===== src/rtl/seg7_scan_driver.sv =====
// Two-digit common-anode 7-segment scanner: captures BCD_ten/BCD_one on Load, then alternates digits with blanking gaps.
// Optional build macro SEG7_LEADING_ZERO_BLANK_EN blanks the tens digit when it holds 0.
module seg7_scan_driver #(
  parameter int REFRESH_DIV  = 50000,
  parameter int BLANK_CYCLES = 500
) (
  input  logic       clk,
  input  logic       reset_n,
  input  logic [3:0] BCD_ten,
  input  logic [3:0] BCD_one,
  input  logic       Load,
  output logic [6:0] Seg,
  output logic [1:0] DigitEn
);

  localparam int SPAN_RB  = (REFRESH_DIV > BLANK_CYCLES) ? REFRESH_DIV : BLANK_CYCLES;
  localparam int CNT_SPAN = (SPAN_RB > 2) ? SPAN_RB : 2;
  localparam int CW       = $clog2(CNT_SPAN);

  localparam logic [CW-1:0] SHOW_LAST  = CW'(REFRESH_DIV - 1);
  localparam logic [CW-1:0] BLANK_LAST = (BLANK_CYCLES > 0) ? CW'(BLANK_CYCLES - 1) : '0;

  typedef enum logic [1:0] {
    SHOW_ONE,
    BLANK_TO_TEN,
    SHOW_TEN,
    BLANK_TO_ONE
  } state_t;

  state_t        state;
  state_t        state_next;
  logic [CW-1:0] cnt;
  logic [3:0]    ten_q;
  logic [3:0]    one_q;
  logic [6:0]    seg_d;
  logic [1:0]    digit_d;

  function automatic logic [6:0] dec(input logic [3:0] v);
    logic [6:0] s;
    case (v)
      4'h0: s = 7'h40;
      4'h1: s = 7'h79;
      4'h2: s = 7'h24;
      4'h3: s = 7'h30;
      4'h4: s = 7'h19;
      4'h5: s = 7'h12;
      4'h6: s = 7'h02;
      4'h7: s = 7'h78;
      4'h8: s = 7'h00;
      4'h9: s = 7'h10;
      4'hA: s = 7'h08;
      4'hB: s = 7'h03;
      4'hC: s = 7'h46;
      4'hD: s = 7'h21;
      4'hE: s = 7'h06;
      default: s = 7'h0E;
    endcase
    return s;
  endfunction

  // Load is a plain strobe with no handshake: every rising edge that sees Load=1
  // overwrites both latches; nothing is ever back-pressured.
  always_ff @(posedge clk or negedge reset_n) begin
    if (!reset_n) begin
      ten_q <= 4'h0;
      one_q <= 4'h0;
    end else if (Load) begin
      ten_q <= BCD_ten;
      one_q <= BCD_one;
    end
  end

  always_ff @(posedge clk or negedge reset_n) begin
    if (!reset_n) begin
      state <= SHOW_ONE;
      cnt   <= '0;
    end else begin
      state <= state_next;
      cnt   <= (state_next != state) ? '0 : cnt + CW'(1);
    end
  end

  always_comb begin
    state_next = state;
    seg_d      = 7'h7F;
    digit_d    = 2'b11;
    case (state)
      SHOW_ONE: begin
        digit_d = 2'b10;
        seg_d   = dec(one_q);
        if (cnt == SHOW_LAST) begin
          if (BLANK_CYCLES == 0) state_next = SHOW_TEN;
          else                   state_next = BLANK_TO_TEN;
        end
      end
      BLANK_TO_TEN: begin
        if (cnt == BLANK_LAST) state_next = SHOW_TEN;
      end
      SHOW_TEN: begin
        digit_d = 2'b01;
        seg_d   = dec(ten_q);
`ifdef SEG7_LEADING_ZERO_BLANK_EN
        if (ten_q == 4'h0) seg_d = 7'h7F;
`endif
        if (cnt == SHOW_LAST) begin
          if (BLANK_CYCLES == 0) state_next = SHOW_ONE;
          else                   state_next = BLANK_TO_ONE;
        end
      end
      default: begin
        if (cnt == BLANK_LAST) state_next = SHOW_ONE;
      end
    endcase
  end

  // Outputs lag state and latches by one cycle so the pads see glitch-free flops.
  always_ff @(posedge clk or negedge reset_n) begin
    if (!reset_n) begin
      Seg     <= 7'h7F;
      DigitEn <= 2'b11;
    end else begin
      Seg     <= seg_d;
      DigitEn <= digit_d;
    end
  end

endmodule

===== config.mk =====
export PLATFORM = sky130hd
export DESIGN_NAME = seg7_scan_driver
export DESIGN_NICKNAME = d
export VERILOG_FILES = /design/src/rtl/seg7_scan_driver.sv
export SDC_FILE = /design/constraint.sdc
export NUM_CORES = 1
export LEC_CHECK = 0
export ABC_AREA = 0
export CORE_ASPECT_RATIO = 0.6
export CORE_MARGIN = 2
export CORE_UTILIZATION = 56
export CTS_CLUSTER_SIZE = 10
export DETAILED_ROUTE_END_ITERATION = 6
export PLACE_DENSITY_LB_ADDON = 0.08
export SLEW_MARGIN = 25
export SYNTH_ARGS = -nofsm -noshare
export SYNTH_HDL_FRONTEND = slang
export SYNTH_SLANG_ARGS = --single-unit

===== constraint.sdc =====
create_clock -name clk -period 2.29 [get_ports clk]
set_input_delay 0.5725 -clock clk [delete_from_list [all_inputs] [get_ports clk]]
set_output_delay 0.5725 -clock clk [all_outputs]
set_load 0.05 [all_outputs]

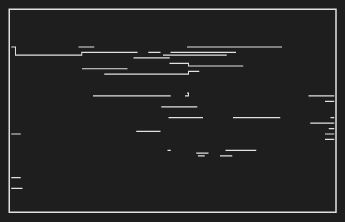
Fig. 1. Signal wires on met3.
(4 px per um)
wire length on this layer = 254 um
main direction = horizontal
final WL: 4.128 mm
GR Layer Usage met3: 5.935%

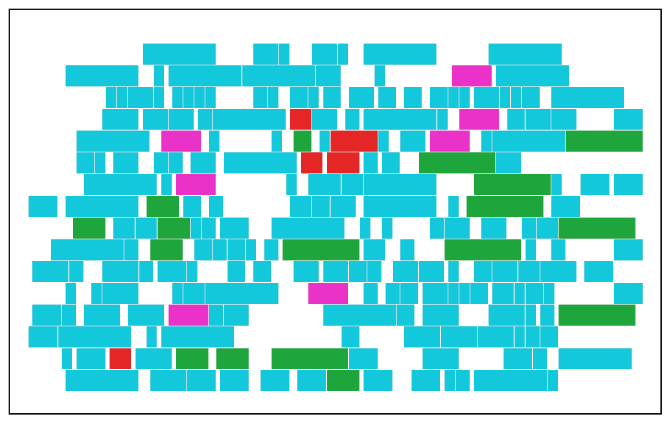
Fig. 2. Cell sizes after repair.
(8 px per um)
_6 and larger -> magenta  # cells 7, share 3.1%, most used clkbuf_8
_3 and _4 cells -> red  # cells 5, share 2.2%, most used buf_4
_0 and _1 cells -> cyan  # cells 194, share 87%, most used dfrtp_1
_2 cells -> green  # cells 17, share 7.6%, most used dfstp_2

==> flow_summary.ini <==
; generated from flow reports
[clock_network]
htree_levels = 2
numClockSinks = 35
clock_latency_ns = 0.28
cts_tree = built
cts-hold-fix-buffers = 0
cts_buffer_depth = 2
root_buffer = clkbuf_8
numCtsBuffers = 5
cts_setup_buffers = 0

[critical_path]
critPathKind = flop to output pin
slowest_delay_ns = 0.80
end_kind = output pin
cp-start-kind = flop
cp_top_family = buffers and inverters
cp.arrival_ns = 1.62
path_cells = clkdlybuf4s50_1
crit_buf_inv = 1

[final_timing]
fin_skew_ns = 0.004868
clock.fmax_mhz = 456.5
setup_tns_ns = 0
max_slew_margin_pct = 66.32
final.period_utilization_pct = 95.65
finalMaxSlewViolations = 0
rsz0062_at_grt = false
hold_viol = 0
tightest_slew_ns = 0.5036

[logic_synthesis]
dominantRegCellSynth = dfrtp_1
yosys_area_um2 = 2008
syn_avg_cell_area_um2 = 9.892
area_leaders = dfrtp_1 32%, dfstp_2 12%, ha_1 9.3%, nor2_1 4.5%, xnor2_1 4.4%
edf_count = 0
postSynthSeqShare_pct = 44.17
yosys_warnings = 0
syn_nets = 229
yosys_cells = 203
yosysMostFrequentCell = dfrtp_1
top_area_cell = dfrtp_1

[finish]
final_net_count = 248
drive_gt1_share_pct = 13.00
lay_top_cells = 26 x dfrtp_1, 24 x nor2_1, 19 x clkdlybuf4s50_1
area_growth_pct = 15.76
antenna_cells = 0

[global_routing]
grt_pass1_wl_mm = 6.844
grt_max_degree = 36
grt_pass1_vias = 1408

[die]
die_h_um = 50.39
ios = 20
rows = 16
fp_util_pct = 60.07
dieWidth_um = 81.31
coreArea_um2 = 3343

[placement]
dp.cells = 260
placed_area_um2 = 2225
dp_hpwl_mm = 3.039
portBuffers = 19
gp_congestion = 0.8625

[pwr]
power.density_nw_per_um2 = 635.1
p_leak_nw = 1.003
peakVddDrop_uv = 331.5

[drt]
drt-initial-drc-count = 92
vias_per_cell = 5.586
avgRoutedWirePerCell_um = 15.40
dr.pass1.iters = 4
via_count = 1497
drc = 0

[hold_path]
hold_class = flop to flop

[status]
outcome = finished, final reports clean
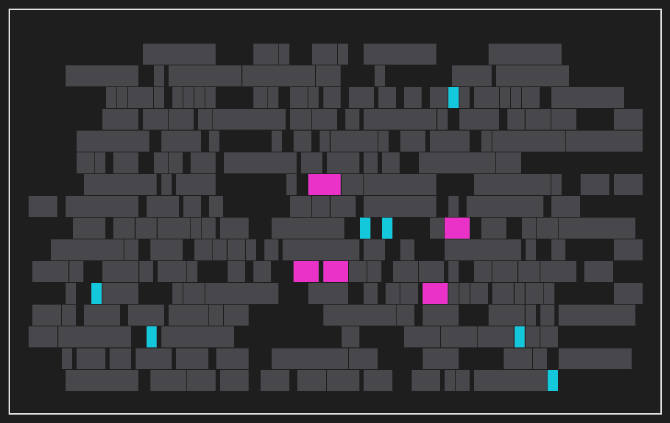
Fig. 3. Gate families picked out.
(8 px per um)
inv cells -> cyan  # cells 7
non-inverting ao/oa cells -> magenta  # cells 5
Top cell excl fill/tap: dfrtp_1
Non-Filler Instances: 268
combinational share of cell area: 44.83%

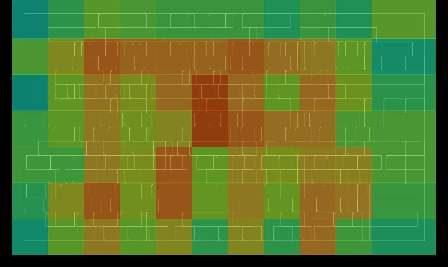
Fig. 4. Track usage over the die.
fin util: 69.54%
All-Layer GR Usage: 22.60%
GR Util met2: 32.38%

layer usage:
metal  vias to the layer above  share of wire [%]  global-route usage [%]
li1                        737                  -                       -
met1                       705                 50                   33.76
met2                        50                 43                   32.38
met3                         5                6.2                   5.935
met4                         0               0.99                   5.932
met5                         -                  0                       0
layout make-up:
class | count | area (um2)
multi-input combinational | 151 | 1042
fill | 246 | 1018
sequential | 35 | 887.1
timing repair buffer | 22 | 212.7
clock buffer | 8 | 100.1
tap | 45 | 56.30
inverter | 7 | 26.28
per-stage QoR:
step	setup WS [ns]	total power [W]	hold slack [ns]	util (%)
floorplan	0.4231	0.0009023	0.2769	-
global placement	0.4268	0.0009870	0.4762	66.54
detailed placement	0.4018	0.0009982	0.4923	66.54
CTS	0.08432	0.001492	0.5041	69.54
global route	0.04891	0.001553	0.5162	69.54
finish	0.09955	0.001476	0.4970	69.54
logic make-up after synthesis:
family	Yosys count	share of synthesized area, %
compound gates	33	11.40
xor+xnor	15	6.542
fa+ha+maj	15	9.346
buf+inv	17	3.925
flops	35	44.17
mux	9	4.922
simple gates	79	19.69
power by group:
group          internal [W]  switching [W]  total (W)
sequential         0.000664      0.0000420   0.000706
combinational      0.000120       0.000160   0.000280
clock              0.000274       0.000216   0.000490
path summary, 6_finish.rpt:
path	from	slack [ns]	end	cells past startpoint
min in group asynchronous	reset_n	0.69	ten_q[0]	2
min reg2reg	cnt[0]	0.50	cnt[0]	1
max in group asynchronous	reset_n	1.24	DigitEn[1]	2
min	cnt[0]	0.50	cnt[0]	1
max	Seg[0]	0.1	Seg[0]	1
max reg2reg	cnt[14]	0.39	cnt[9]	4
flip-flops by register name, summed over array words and instances, names as in the netlist:
name     count
one_q        4
ten_q        4
DigitEn      2
state        2
cnt         16
Seg          7
Power figures rest on the tool's default switching activity, not on a simulated workload.
